$ cat src/rtl/b1_scfifo_pkg.sv
// b1_scfifo_pkg: shared types and constants for the B1 single-clock FIFO read adapter
package b1_scfifo_pkg;

    localparam int RD_BUF_DEPTH = 2;

    typedef enum logic [1:0] {EMPTY_ST, HALF_ST, FULL_ST} rd_state_t;

    function automatic logic [1:0] occ_of(rd_state_t s);
        return s == FULL_ST ? 2'd2 : s == HALF_ST ? 2'd1 : 2'd0;
    endfunction

endpackage

$ cat src/rtl/b1_scfifo_rd_buf.sv
// b1_scfifo_rd_buf: 2-entry ordered output buffer, head shifts on pop, push writes the tail
module b1_scfifo_rd_buf
    import b1_scfifo_pkg::*;
#(
    parameter int DWIDTH = 16
) (
    input  logic              clk_i,
    input  logic              arst_i,
    input  logic              push_i,
    input  logic              pop_i,
    input  logic [1:0]        occ_i,
    input  logic [DWIDTH-1:0] din_i,
    output logic [DWIDTH-1:0] head_o
);

    logic [DWIDTH-1:0] d0_q, d0_d, d1_q, d1_d;
    logic              wr_hi;

    // Tail slot is the second entry unless the buffer is (or is becoming) empty.
    assign wr_hi = occ_i == 2'd2 || (occ_i == 2'd1 && !pop_i);

    // Next-state for both slots: a push lands in the tail, a pop moves slot 1 to the head.
    always_comb begin
        d0_d = push_i && !wr_hi ? din_i : pop_i ? d1_q : d0_q;
        d1_d = push_i && wr_hi ? din_i : d1_q;
    end

    // Storage registers.
    always_ff @(posedge clk_i or posedge arst_i) begin
        if (arst_i) begin
            d0_q <= '0;
            d1_q <= '0;
        end else begin
            d0_q <= d0_d;
            d1_q <= d1_d;
        end
    end

    assign head_o = d0_q;

endmodule

$ cat src/rtl/b1_scfifo_rd_stream.sv
// b1_scfifo_rd_stream: drains a normal-mode FIFO read port into a registered valid/ready stream
module b1_scfifo_rd_stream
    import b1_scfifo_pkg::*;
#(
    parameter int DWIDTH = 16,
    parameter int CWIDTH = 32
) (
    input  logic              clk_i,
    input  logic              arst_i,
    input  logic              fifo_empty_i,
    input  logic [DWIDTH-1:0] fifo_q_i,
    output logic              fifo_rdreq_o,
    output logic [DWIDTH-1:0] data_o,
    output logic              valid_o,
    input  logic              ready_i,
    output logic [CWIDTH-1:0] word_cnt_o
);

    rd_state_t         state_q, state_d;
    logic              inflight_q, valid_q, pop;
    logic [1:0]        occ, need;
    logic [CWIDTH-1:0] cnt_q;

    assign occ  = occ_of(state_q);
    assign pop  = valid_q && ready_i;
    // Slots committed after this cycle; a same-cycle pop frees one, so FULL can still issue.
    assign need = occ + {1'b0, inflight_q} - {1'b0, pop};
    assign fifo_rdreq_o = !arst_i && !fifo_empty_i && need < 2'(RD_BUF_DEPTH);

    // Occupancy transitions: inflight_q marks the cycle fifo_q_i is captured.
    always_comb begin
        state_d = state_q;
        case (state_q)
            EMPTY_ST: if (inflight_q) state_d = HALF_ST;
            HALF_ST:  state_d = inflight_q && !pop ? FULL_ST : !inflight_q && pop ? EMPTY_ST : HALF_ST;
            FULL_ST:  if (pop && !inflight_q) state_d = HALF_ST;
            default:  state_d = EMPTY_ST;
        endcase
    end

    // FSM state with registered valid and the read-in-flight flag.
    always_ff @(posedge clk_i or posedge arst_i) begin
        if (arst_i) begin
            state_q    <= EMPTY_ST;
            valid_q    <= 1'b0;
            inflight_q <= 1'b0;
        end else begin
            state_q    <= state_d;
            valid_q    <= state_d != EMPTY_ST;
            inflight_q <= fifo_rdreq_o;
        end
    end

    // Delivered-word counter, wraps silently.
    always_ff @(posedge clk_i or posedge arst_i) begin
        if (arst_i) cnt_q <= '0;
        else        cnt_q <= cnt_q + CWIDTH'(pop);
    end

    b1_scfifo_rd_buf #(.DWIDTH(DWIDTH)) u_buf (
        .clk_i  (clk_i),
        .arst_i (arst_i),
        .push_i (inflight_q),
        .pop_i  (pop),
        .occ_i  (occ),
        .din_i  (fifo_q_i),
        .head_o (data_o)
    );

    assign valid_o    = valid_q;
    assign word_cnt_o = cnt_q;

endmodule

$ cat config.mk
export PLATFORM = sky130hd
export DESIGN_NAME = b1_scfifo_rd_stream
export DESIGN_NICKNAME = d
export VERILOG_FILES = /design/src/rtl/b1_scfifo_pkg.sv /design/src/rtl/b1_scfifo_rd_buf.sv /design/src/rtl/b1_scfifo_rd_stream.sv
export SDC_FILE = /design/constraint.sdc
export NUM_CORES = 1
export LEC_CHECK = 0
export ABC_AREA = 1
export CAP_MARGIN = 10
export CORE_ASPECT_RATIO = 2
export CORE_MARGIN = 2
export CORE_UTILIZATION = 55
export DETAILED_ROUTE_END_ITERATION = 6
export DONT_BUFFER_PORTS = 1
export GPL_TIMING_DRIVEN = 0
export PLACE_DENSITY = 0.7
export SYNTH_ARGS = -nofsm -noshare
export SYNTH_HDL_FRONTEND = slang
export SYNTH_SLANG_ARGS = --single-unit
$ cat constraint.sdc
create_clock -name clk_i -period 2.9 [get_ports clk_i]
set_input_delay 0.725 -clock clk_i [delete_from_list [all_inputs] [get_ports clk_i]]
set_output_delay 0.725 -clock clk_i [all_outputs]
set_load 0.1 [all_outputs]
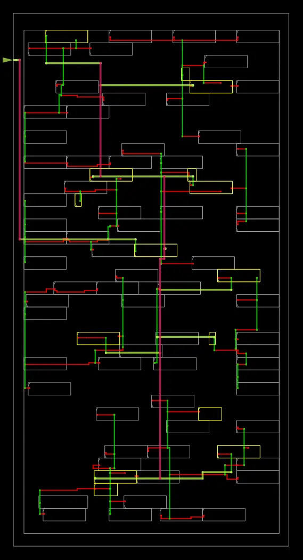
*Clock wiring as the flow saved it, run 1*
clock group power: 1.00 mW
Sink Count: 68
Num CTS Buffers: 9
clk_lat worst skew: 0.33 ns

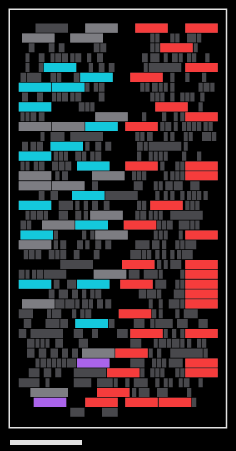
*Where the registers sit, run 1*
Scale bar: 20 µm. Other sequential cells in the stronger gray, the rest of the logic in the fainter gray.
Purple shows `state_q`, flops 2. Cyan shows `u_buf.d1_q`, flops 16. Red shows `word_cnt_o`, flops 32.
Another 18 sequential cells are not colored.

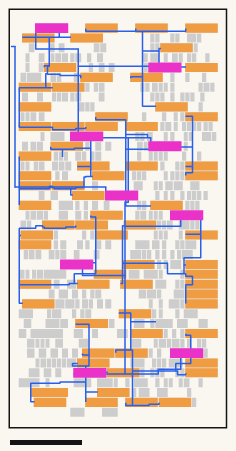
*Clock wires, drivers and flops, run 1*
Scale bar: 20 µm.
Orange shows flip-flops, count 68. Blue shows clock wires, length 913 µm. Magenta shows clock-net drivers, count 9.
Position of the flops: spread over the die.

==> impl_metrics.csv, run 1 <==
group,metric,value,unit
power_and_ir_drop,power,4.18,mW
drt,post_drt_via_cell_ratio,5.54,
logic_synthesis,ys.flop_type,"dfrtp_1",
worst_setup_path,setup.worst_path.start,"valid_o$_DFF_PP0_",
final_timing,period_used_share,99.4,%
logic_synthesis,synth-edff-count,0,
logic_synthesis,ys_warn_count,0,
placement,port_buffers,0,
grt,grt.busiest_layer,"met2",
grt,grt_max_degree,69,
power_and_ir_drop,intPower,2.09,mW
worst_setup_path,critPathLaunchType,"flip-flop",
power_and_ir_drop,peakVddDrop,0.857,mV
placement,dpl.cell_count,482,
logic_synthesis,synth_seq_share,50.1,%
logic_synthesis,synth_nets,442,
drt,vias,2758,
drt,postRouteAntennaNets,0,
floorplan,die-area,0.00686,mm²
power_and_ir_drop,leakage,1.82,nW
placement,gp_congestion,0.879,
final_timing,slew_headroom,30.6,%
final_timing,fin_tns_setup,0,ns
clock_network,path_clk_slew,0.05,ns
outcome,status,"complete, no violations",
final_layout,area_growth,12.1,%
logic_synthesis,ys_top_cells_by_count,"nand2_1, nand3_1, dfrtp_1",
grt,grt_util_met3,9.11,%
floorplan,die-width,59.6,µm
worst_setup_path,crit_fanout,3,
floorplan,dieHeight,115,µm
clock_network,h-tree-depth,3,
flow_run,warnings,28,
drt,drt_iter0_markers,163,
final_timing,setup_slack,0.0187,ns
logic_synthesis,top_area_share,50.1,%
logic_synthesis,synth_area,0.00340,mm²
logic_synthesis,synthArstFlopShare,100,%
final_timing,fin_crit,2.88,ns
clock_network,hold_buffers,0,
min_path,hp-class,"primary input to async pin",
-- run 1: cells in the final DEF (no fill, tap or decap), types with 2 or more instances in the layout --
cell type | Yosys | final
buf_4 | 4 | 7
nand3b_1 | 9 | 9
clkbuf_1 | 1 | 2
dfrtp_1 | 68 | 67
inv_1 | 26 | 24
clkbuf_16 | 0 | 9
ha_1 | 3 | 2
buf_6 | 2 | 2
clkinv_2 | 0 | 2
nor2_2 | 3 | 4
nor2_1 | 39 | 37
buf_2 | 5 | 4
nand2_1 | 149 | 147
o21ai_0 | 2 | 2
inv_4 | 1 | 3
nand2_4 | 2 | 3
clkbuf_8 | 0 | 2
nand3_1 | 72 | 72
nand2_2 | 3 | 4
nor2_4 | 6 | 7
xnor2_1 | 5 | 5
xor2_1 | 11 | 10
-- run 1: per-stage QoR --
stage                     hold WS [ns]  util, %
final                            0.433     63.4
after global routing             0.493     63.4
after CTS                        0.472     63.6
after detailed placement         0.459     58.2
after global placement           0.455     58.1
after floorplan                  0.443        -
-- run 1: state kept, by name, indices dropped and copies added, names as in the netlist --
name and count:
state_q 2, valid_o 1, u_buf.head_o 16, inflight_q 1, u_buf.d1_q 16, word_cnt_o 32
-- run 1: cell families after synthesis --
family          Yosys count  synth area share [%]
flops                    68                  50.1
fa+ha+maj                 3                  1.10
simple gates            287                  38.2
compound gates            5                 0.958
xor+xnor                 16                  4.12
buf+inv                  40                  5.56
-- run 1: power by group through the flow --
stage | clock network (mW) | logic (mW) | registers (mW)
finish | 1.00 | 0.783 | 2.40
global route | 1.06 | 0.889 | 2.43
CTS | 1.02 | 0.805 | 2.40
detailed placement | 0 | 0.760 | 2.41
global placement | 0 | 0.730 | 2.40
floorplan | 0 | 0.601 | 2.35
-- run 1: worst max-delay path, stage by stage (launching register included) --
cell and delay (ns):
dfrtp_4 0.62, nand2_4 0.15, inv_4 0.04, ha_4 0.14, nand3b_1 0.17, nand2_2 0.09
xor2_2 0.09, nor2_4 0.52
-- run 1: final cells by class --
type | count | area (µm²)
plain buffers | 10 | 72.6
clock buffers | 13 | 260
clock inverters | 2 | 10.0
fillers | 539 | 2200
inverters | 28 | 113
multi-input cells | 311 | 1550
flip-flops and latches | 68 | 1710
well taps | 63 | 78.8
repair buffers | 3 | 22.5
-- run 1: routing by layer --
layer  share of wire, %  vias to the layer above
met4                2.4                        0
met1                 33                     1316
li1                   -                     1355
met3                6.2                       15
met2                 58                       72
met5                  0                        -
-- run 1: final timing paths --
kind                                                   to
worst max-delay path                         fifo_rdreq_o
worst max register to register   word_cnt_o[30]$_DFF_PP0_
max in group asynchronous               valid_o$_DFF_PP0_
worst min-delay path                 inflight_q$_DFF_PP0_
worst min register to register  u_buf.d1_q[0]$_DFFE_PP0P_
min in group clk_i              u_buf.d1_q[0]$_DFFE_PP0P_
-- run 1: repair_timing --
action	CTS	global route
pin swaps	5	4
hold endpoints to repair	0	0
endpoints found under the setup margin	1	4
buffers inserted	2	1
gates resized	13	0
## Run 2: what changed since run 1
--- a/config.mk
+++ b/config.mk
@@ -14,6 +14,7 @@
 export DONT_BUFFER_PORTS = 1
 export GPL_TIMING_DRIVEN = 0
 export PLACE_DENSITY = 0.7
+export REMOVE_ABC_BUFFERS = 1
 export SYNTH_ARGS = -nofsm -noshare
 export SYNTH_HDL_FRONTEND = slang
 export SYNTH_SLANG_ARGS = --single-unit
==> run 2 against run 1 <==
Compared with the run above:
- synthesized cell count did not move
- first-iteration DRC count rose by 17%
- clock skew rose by 0.0012 ns
- die size did not move
- sequential share of layout area rose by 0.46 points
- count of clock-buffer cells in the layout did not move
- hold slack improved by 0.012 ns
- cell count fell by 1.4%
- fmax rose by 2.1%
- combinational power fell by 8.6%
- worst setup slack improved by 0.058 ns
- critical endpoint unchanged
- highest routed layer unchanged
==> impl_metrics.csv, run 2 <==
group,metric,value,unit
outcome,status,"complete, no violations",
logic_synthesis,synth_seq_share,50.1,%
logic_synthesis,synthArstFlopShare,100,%
final_timing,period_used_share,97.3,%
drt,drt_iter0_markers,190,
worst_setup_path,cp_num_buf_inv,2,
logic_synthesis,synth_area,0.00340,mm²
final_timing,timing.hold.ws,0.445,ns
placement,port_buffers,0,
drt,postRouteAntennaNets,0,
logic_synthesis,ys_warn_count,0,
placement,gp_congestion,0.825,
final_layout,fin_util,62.8,%
worst_setup_path,crit_fanout,5,
power_and_ir_drop,leakage,1.78,nW
grt,grt_max_degree,69,
clock_network,clock-sinks,68,
floorplan,die-area,0.00686,mm²
flow_run,warnings,25,
logic_synthesis,ys_top_cells_by_count,"nand2_1, nand3_1, dfrtp_1",
power_and_ir_drop,peakVddDrop,0.911,mV
final_timing,setup_slack,0.0771,ns
final_timing,fin_crit,2.82,ns
logic_synthesis,ys.flop_type,"dfrtp_1",
final_layout,lay_top_cells,"nand2_1, nand3_1, dfrtp_1",
final_layout,area_growth,11.0,%
final_timing,fin_tns_setup,0,ns
clock_network,numCtsBuffers,9,
logic_synthesis,synth-edff-count,0,
worst_setup_path,cp_top_family,"flip-flops",
final_layout,largest_reg_flops,32,
worst_setup_path,path_cells,"nand2_8, inv_1, ha_1, nor2_1, xor2_2, nor2_4, buf_16",
worst_setup_path,r2r_end,"word_cnt_o[22]$_DFF_PP0_",
worst_setup_path,slowest_delay,0.64,ns
worst_setup_path,critPathLaunchType,"flip-flop",
clock_network,path_clk_slew,0.06,ns
run 2: kinds of logic (layout without fill, tap and decap cells):
| family | count (synthesis) | after routing | share of synthesized area (%) |
|---|---|---|---|
| simple gates | 287 | 288 | 38.2 |
| flops | 68 | 68 | 50.1 |
| buf+inv | 40 | 48 | 5.56 |
| xor+xnor | 16 | 16 | 4.12 |
| compound gates | 5 | 5 | 0.958 |
| fa+ha+maj | 3 | 3 | 1.10 |
run 2: final cells by class:
cell class,count,area [µm²]
fill,543,2230
clock buffer,13,260
multi-input combinational,312,1550
inverter,28,114
timing repair buffer,5,53.8
clock inverter,2,10.0
tap,63,78.8
sequential,68,1710
run 2: worst max-delay path by stage:
stage | to | start | cells past startpoint | slack [ns]
after floorplan | fifo_rdreq_o | valid_o$_DFF_PP0_ | 7 | -1.09
after global placement | fifo_rdreq_o | valid_o$_DFF_PP0_ | 7 | -1.44
after detailed placement | word_cnt_o[22]$_DFF_PP0_ | valid_o$_DFF_PP0_ | 11 | -0.97
after CTS | fifo_rdreq_o | valid_o$_DFF_PP0_ | 8 | 0.006
after global routing | fifo_rdreq_o | valid_o$_DFF_PP0_ | 8 | -0.03
final | fifo_rdreq_o | valid_o$_DFF_PP0_ | 7 | 0.08
run 2: power breakdown:
group	leakage (nW)	internal, mW	switching (mW)
Combinational	0.754	0.249	0.467
Clock	0.135	0.618	0.383
Sequential	0.892	1.18	1.25
run 2: repair_timing:
| item | 4_1_cts | 5_1_grt |
|---|---|---|
| resized | 6 | 3 |
| gates cloned | 0 | 1 |
| endpoints found under the setup margin | 51 | 1 |
| pin swaps | 1 | 1 |
| setup buffers | 0 | 3 |
run 2: per-layer routing:
layer  GRT usage (%)  up-vias  part of all wire [%]
li1                -     1343                     -
met1            24.6     1298                    35
met2            45.9       78                    57
met3            7.99       14                   5.2
met4            11.3        0                   2.8
met5               0        -                     0
run 2: worst reg2reg max path: cells and delay by family, from the launching register on:
kind | cells | cell delay (ns)
fa+ha+maj | 2 | 0.44
buf+inv | 2 | 0.48
flops | 1 | 0.66
simple gates | 8 | 0.96
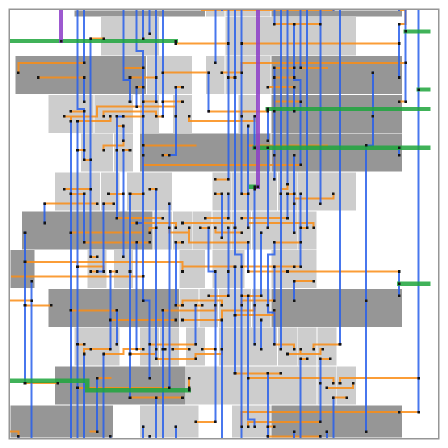
*Zoomed window, run 2*
Window x 30 to 60, y 14 to 44 µm. Cells in gray, sequential cells in the stronger gray; small squares are vias.
Orange shows M1. Purple shows M4. Blue shows M2. Green shows M3.
Sequential cells in the window: 11. Most frequent: nand2_1 (15), dfrtp_1 (11), nor2_1 (8). 59 logic cells have their middle in the window. Netlist names of flops here include `word_cnt_o` (11).

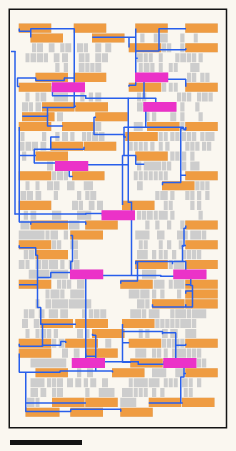
*Clock wires, drivers and flops, run 2*
Scale bar: 20 µm.
Magenta shows clock-net drivers, count 9. Blue shows clock wires, length 943 µm. Orange shows flip-flops, count 68.
There are 10 routed clock nets. Position of the flops: spread over the die.

## Run 3: what changed since run 2
==> constraint.sdc (replaced) <==
create_clock -name clk_i -period 2.6 [get_ports clk_i]
set_input_delay 0.65 -clock clk_i [delete_from_list [all_inputs] [get_ports clk_i]]
set_output_delay 0.65 -clock clk_i [all_outputs]
set_load 0.1 [all_outputs]
==> run 3 against run 2 <==
Compared with the run above:
- the flow now finishes with violations (setup timing)
- critical path depth is 1 higher
- total power rose by 13%
- count of clock-buffer cells in the layout unchanged
- worst setup slack got worse by 0.12 ns
- clock power is about 10% higher
- cell count rose by 0.61%
- wire length up 2.0%
- hold slack got worse by 0.080 ns
- largest power group unchanged
- highest routed layer unchanged
==> impl_metrics.csv, run 3 <==
group,metric,value,unit
outcome,status,"finished with violations",
outcome,violations,"setup timing",
grt,grt_max_degree,69,
final_timing,max_freq,0.378,GHz
worst_setup_path,arrival,1.99,ns
clock_network,clock-sinks,68,
worst_setup_path,critPathLaunchType,"flip-flop",
clock_network,path_clk_slew,0.05,ns
drt,postRouteAntennaNets,0,
final_timing,final-setup-viol-count,1,
final_layout,lay_top_cells,"nand2_1, nand3_1, dfrtp_1",
logic_synthesis,synth_area,0.00340,mm²
floorplan,die-area,0.00686,mm²
floorplan,ios,70,
logic_synthesis,netlist_instances,419,
final_timing,period_used_share,102,%
logic_synthesis,simple_gate_area_share,38.2,%
final_timing,fin_crit,2.64,ns
logic_synthesis,synth_seq_share,50.1,%
logic_synthesis,adder_share,1.10,%
final_timing,timing.hold.ws,0.364,ns
logic_synthesis,ys.flop_type,"dfrtp_1",
final_timing,setup_slack,-0.0432,ns
logic_synthesis,xor_area_share,4.12,%
clock_network,numCtsBuffers,9,
flow_run,warnings,27,
final_layout,area_growth,12.6,%
logic_synthesis,ys_top_cells_by_count,"nand2_1, nand3_1, dfrtp_1",
logic_synthesis,ys_warn_count,0,
power_and_ir_drop,peakVddDrop,1.02,mV
final_timing,hold_violations,0,
power_and_ir_drop,leakage,1.79,nW
drt,drt_iter0_markers,145,
final_timing,fin_tns_setup,-0.0432,ns
placement,gp_congestion,0.825,
logic_synthesis,ys_sh_mux,0,%
logic_synthesis,synthTopLogicFamily,"simple AND/OR/NAND/NOR gates",
logic_synthesis,synthArstFlopShare,100,%
final_layout,largest_reg_flops,32,
placement,port_buffers,0,
logic_synthesis,synth-edff-count,0,
final_layout,fin_cells,494,
logic_synthesis,aoi_share,0.957,%
placement,dpl.cell_count,472,
==> run 3: netlist changes by cell type in the layout (fill, tap and decap cells not counted), sizes merged <==
cell / delta
buf: +2
clkinvlp: +1
==> run 3: layout make-up <==
type	count	area [µm²]
repair buffers	7	68.8
multi-input cells	312	1580
well taps	63	78.8
inverters	28	116
clock buffers	13	260
flip-flops and latches	68	1710
repair inverters	1	5.00
clock inverters	2	10.0
fillers	537	2180
==> run 3: worst max-delay path, stage by stage (launching register included) <==
cell	delay, ns
dfrtp_4	0.64
nand2_8	0.12
inv_4	0.04
ha_4	0.14
nand3b_1	0.18
nand2_2	0.12
xor2_4	0.08
nor2_4	0.15
buf_16	0.18
==> run 3: what timing repair did <==
action | 4_1_cts | 5_1_grt
buffers inserted | 2 | 3
endpoints found under the setup margin | 69 | 5
pin swaps | 5 | 2
gates cloned | 2 | 0
resized | 14 | 2
==> run 3: worst paths after layout <==
kind | start | endpoint | slack, ns | cells past startpoint
min reg2reg | u_buf.d1_q[4]$_DFFE_PP0P_ | u_buf.d1_q[4]$_DFFE_PP0P_ | 0.47 | 2
min in group clk_i | fifo_q_i[2] | u_buf.head_o[2]$_DFFE_PP0P_ | 0.45 | 2
max in group asynchronous | arst_i | valid_o$_DFF_PP0_ | 1.59 | 1
max | valid_o$_DFF_PP0_ | fifo_rdreq_o | -0.04 | 8
max reg2reg | word_cnt_o[0]$_DFF_PP0_ | word_cnt_o[22]$_DFF_PP0_ | 0.20 | 9
min | arst_i | inflight_q$_DFF_PP0_ | 0.36 | 1
==> run 3: where the power goes <==
group          leakage [nW]  switching (mW)  total (mW)  internal, mW
Combinational         0.765           0.550       0.857         0.307
Clock                 0.135           0.426        1.11         0.689
Sequential            0.892            1.39        2.71          1.32
Total                  1.79            2.37        4.68          2.32
==> run 3: logic make-up after synthesis <==
kind of cell,count (synthesis)
simple gates,287
flops,68
buf+inv,40
xor+xnor,16
compound gates,5
fa+ha+maj,3
==> run 3: layer usage <==
| layer | share of wire [%] | up-vias | global-route usage, % |
|---|---|---|---|
| met5 | 0 | - | 0 |
| met1 | 37 | 1308 | 26.2 |
| met3 | 4.2 | 6 | 7.54 |
| met4 | 1.7 | 0 | 12.7 |
| li1 | - | 1350 | - |
| met2 | 57 | 72 | 47.3 |
==> run 3: metrics by stage <==
step / worst slack (ns) / area [µm²]
after floorplan: -1.32 / 3320
after global placement: -1.67 / 3400
after detailed placement: -1.27 / 3430
after CTS: -0.0780 / 3790
after global routing: -0.114 / 3820
final: -0.0432 / 3820
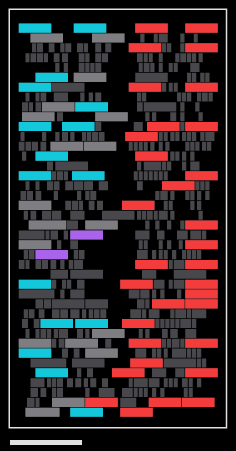
*Where the registers sit, run 3*
Scale bar: 20 µm. Other sequential cells in the stronger gray, the rest of the logic in the fainter gray.
Cyan shows `u_buf.d1_q`, flops 16. Purple shows `state_q`, flops 2. Red shows `word_cnt_o`, flops 32.
Another 18 sequential cells are not colored.
post-route core utilization: 63.7%
flop share of the area: 44.6%
Storage cell area: 0.00171 mm²

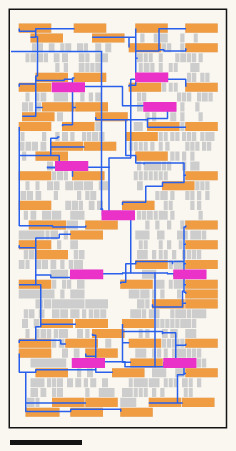
*Clock wires, drivers and flops, run 3*
Scale bar: 20 µm.
Magenta shows clock-net drivers, count 9. Orange shows flip-flops, count 68. Blue shows clock wires, length 935 µm.
There are 10 routed clock nets.
clock network power share: 23.8%
clock group power: 1.11 mW

Power and IR drop assume default switching activity.
